--- config.mk ---
export PLATFORM = sky130hd
export DESIGN_NAME = biquad_mac_sequencer
export DESIGN_NICKNAME = d
export VERILOG_FILES = /design/src/rtl/biquad_mac_sequencer.sv
export SDC_FILE = /design/constraint.sdc
export NUM_CORES = 2
export LEC_CHECK = 0
export ABC_AREA = 1
export CORE_MARGIN = 2
export CORE_UTILIZATION = 40
export CTS_CLUSTER_DIAMETER = 40
export DETAILED_ROUTE_END_ITERATION = 8
export GPL_ROUTABILITY_DRIVEN = 0
export HOLD_SLACK_MARGIN = 0.08
export PLACE_DENSITY = 0.63
export SYNTH_ARGS = -nofsm -noshare
export SYNTH_HDL_FRONTEND = slang
export SYNTH_SLANG_ARGS = --single-unit
--- constraint.sdc ---
create_clock -name clk -period 24.9 [get_ports clk]
set_clock_uncertainty 0.05 [all_clocks]
set_input_delay 2.49 -clock clk [delete_from_list [all_inputs] [get_ports clk]]
set_output_delay 2.49 -clock clk [all_outputs]
set_load 0.1 [all_outputs]
--- src/rtl/biquad_mac_sequencer.sv ---
// biquad_mac_sequencer: one lowpass biquad section built around a single shared multiply/add step, sequenced over four product cycles.
// Define BIQUAD_SAT_EN to saturate every rescaled product and add/subtract instead of wrapping.
module biquad_mac_sequencer #(
    parameter int W    = 39,
    parameter int FRAC = 16
) (
    input  logic                clk,
    input  logic                rst_n,
    input  logic                clr,
    input  logic                in_valid,
    output logic                in_ready,
    input  logic signed [W-1:0] x,
    input  logic signed [W-1:0] coef_a,
    input  logic signed [W-1:0] coef_b,
    input  logic signed [W-1:0] coef_c,
    input  logic signed [W-1:0] coef_d,
    output logic                out_valid,
    input  logic                out_ready,
    output logic signed [W-1:0] y,
    output logic                busy
);
    typedef enum logic [2:0] {IDLE, MA, MB, MC, MD, DONE} state_t;
    state_t state_q, state_d;
    logic signed [W-1:0] x_q, x_d, a_q, a_d, b_q, b_d, c_q, c_d, d_q, d_d;
    logic signed [W-1:0] acc_q, acc_d, w_q, w_d, w1_q, w1_d, w2_q, w2_d, y_q, y_d;
    logic ov_q, ov_d;
    logic signed [W-1:0] mul_p, mul_q, lhs, prod, sum1, sum2;
    logic signed [2*W-1:0] prod_full;
    logic sub_op;

    assign mul_p = state_q == MA ? a_q : state_q == MB ? b_q : state_q == MC ? c_q : d_q;
    assign mul_q = state_q == MA ? x_q : state_q == MC ? w2_q : w1_q;
    assign prod_full = mul_p * mul_q;
    assign lhs = state_q == MD ? w_q : acc_q;
    assign sub_op = state_q != MD;
`ifdef BIQUAD_SAT_EN
    localparam logic signed [W-1:0] MAXV = {1'b0, {(W-1){1'b1}}};
    localparam logic signed [W-1:0] MINV = {1'b1, {(W-1){1'b0}}};
    function automatic logic signed [W-1:0] sat(input logic signed [2*W-1:0] v);
        return v > MAXV ? MAXV : v < MINV ? MINV : v[W-1:0];
    endfunction
    logic signed [W:0] sum1_full, sum2_full;
    assign prod = sat(prod_full >>> FRAC);
    assign sum1_full = sub_op ? (W+1)'(lhs) - (W+1)'(prod) : (W+1)'(lhs) + (W+1)'(prod);
    assign sum1 = sat((2*W)'(sum1_full));
    assign sum2_full = (W+1)'(sum1) + (W+1)'(w2_q);
    assign sum2 = sat((2*W)'(sum2_full));
`else
    // Arithmetic shift then keep the low W bits: just a slice of the full product.
    logic unused_prod_bits;
    assign prod = prod_full[W+FRAC-1:FRAC];
    assign unused_prod_bits = ^{prod_full[2*W-1:W+FRAC], prod_full[FRAC-1:0]};
    assign sum1 = sub_op ? lhs - prod : lhs + prod;
    assign sum2 = sum1 + w2_q;
`endif

    always_comb begin
        state_d = state_q;
        x_d = x_q;
        a_d = a_q;
        b_d = b_q;
        c_d = c_q;
        d_d = d_q;
        acc_d = acc_q;
        w_d = w_q;
        w1_d = w1_q;
        w2_d = w2_q;
        y_d = y_q;
        ov_d = ov_q;
        case (state_q)
            IDLE: if (in_valid) begin
                x_d = x;
                a_d = coef_a;
                b_d = coef_b;
                c_d = coef_c;
                d_d = coef_d;
                state_d = MA;
            end
            MA: begin
                acc_d = prod;
                state_d = MB;
            end
            MB: begin
                acc_d = sum1;
                state_d = MC;
            end
            MC: begin
                w_d = sum1;
                state_d = MD;
            end
            MD: begin
                y_d = sum2;
                ov_d = 1'b1;
                state_d = DONE;
            end
            DONE: if (out_ready) begin
                ov_d = 1'b0;
                w2_d = w1_q;
                w1_d = w_q;
                state_d = IDLE;
            end
            default: state_d = IDLE;
        endcase
        // Clear wins over acceptance and drops any in-flight sample.
        if (clr) begin
            state_d = IDLE;
            w1_d = '0;
            w2_d = '0;
            y_d = '0;
            ov_d = 1'b0;
        end
    end

    always_ff @(posedge clk or negedge rst_n) begin
        if (!rst_n) begin
            state_q <= IDLE;
            x_q <= '0;
            a_q <= '0;
            b_q <= '0;
            c_q <= '0;
            d_q <= '0;
            acc_q <= '0;
            w_q <= '0;
            w1_q <= '0;
            w2_q <= '0;
            y_q <= '0;
            ov_q <= 1'b0;
        end else begin
            state_q <= state_d;
            x_q <= x_d;
            a_q <= a_d;
            b_q <= b_d;
            c_q <= c_d;
            d_q <= d_d;
            acc_q <= acc_d;
            w_q <= w_d;
            w1_q <= w1_d;
            w2_q <= w2_d;
            y_q <= y_d;
            ov_q <= ov_d;
        end
    end

    assign in_ready = state_q == IDLE;
    assign busy = state_q != IDLE;
    assign out_valid = ov_q;
    assign y = y_q;
endmodule

**Routed clock nets over the placement**

Scale: 1 px per micron.
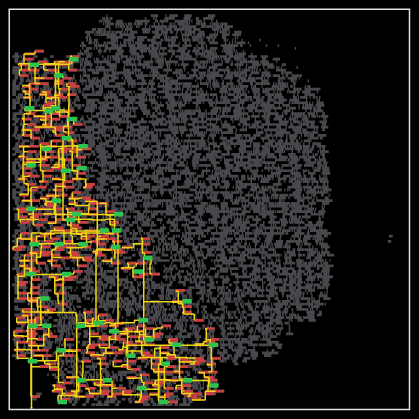
cells driving clock nets -> green  # count 50
clock wires -> yellow  # length 5,700 microns
flip-flops -> red  # count 394
routed clock nets = 51

**A small window of the routed layout**

Region (289, 90) to (309, 110) microns. Cells in gray, sequential cells in the stronger gray; small squares are vias.
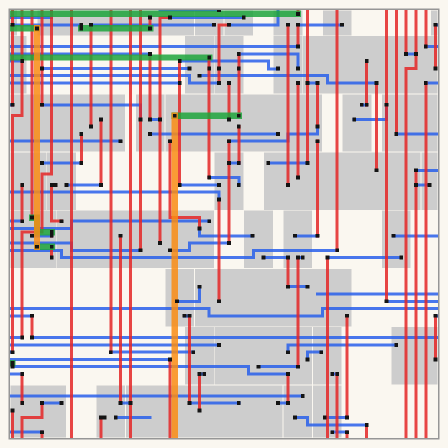
met1 -> blue
met4 -> orange
met3 -> green
met2 -> red
cells with their middle in the window = 25
most frequent = inv_1 (12), fa_1 (7), nand2_1 (5)
sequential cells in the window = 0

**Routing congestion**

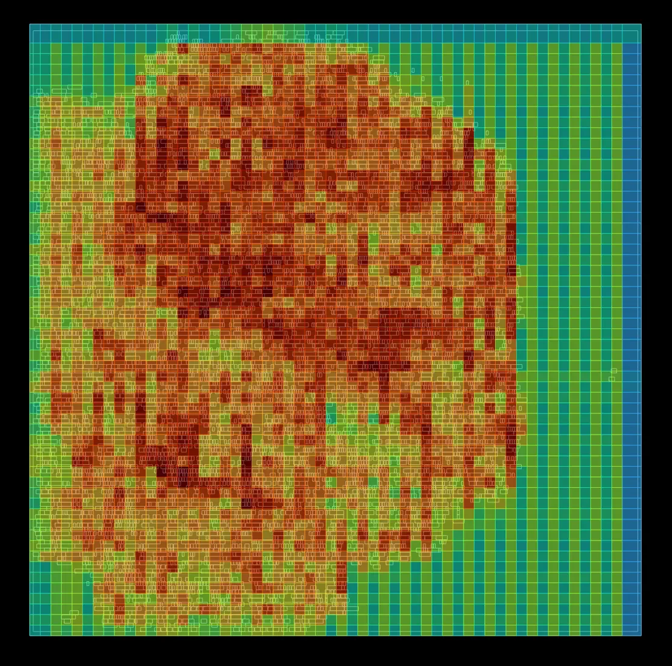
met1 Track Usage GR: 37.9%
GR Util All Layers: 29.7%
routing usage on met2: 44.1%
met3 Use GR: 9.53%
Final Util: 44.6%

**M4 wires**

Scale: 1 px per micron. Cells faint in the background.
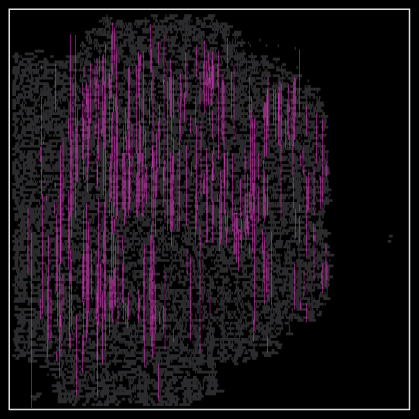
longest straight run = 265 microns
nets with wire on the layer = 241
routed wire length: 233 mm
vias after detailed routing: 53,200

==> qor.yml <==
yosys_area_sq_um: 62300
final_cell_mix: "inv_1, nand2_1, fa_1"
ys_sh_simple_pct: 16.9
area_growth_pct: 10.4
crit_buf_inv: 11
cp_num_cells: 54
n_fill_cell: 15100
dp_hpwl_mm: 178
core-area_sq_um: 154000
netlist_instances: 7561
rsz0062_at_grt: "false"
crit_arrival_ps: 15810
outcome: "completed"
grt_pass1_wl_mm: 349
cts.sinks: 394
cts_buffers: 50
postCtsSetupRepairBufs: 0
min_path_cells: 2
antenna_left: 0
cts.clk_slew.worst_paths_ps: 60
tap_cells: 2044
aoi_share_pct: 6.99
layout-drive-gt1-share_pct: 6.26
fin_cells: 9734
io_pins: 242
clk_share_pct: 2.46
min_from: "w_q[1]"
overflow: 0
mux_share_pct: 2.28
dominant_cells: "combinational gates"
synth_area_sq_um: 62300
top_layer: "met5"
nClkBuffers: 64
synth_area_per_cell_sq_um: 8.24
final_cell_area_sq_um: 68800
required_ps: 25350
numSynthFlops: 394
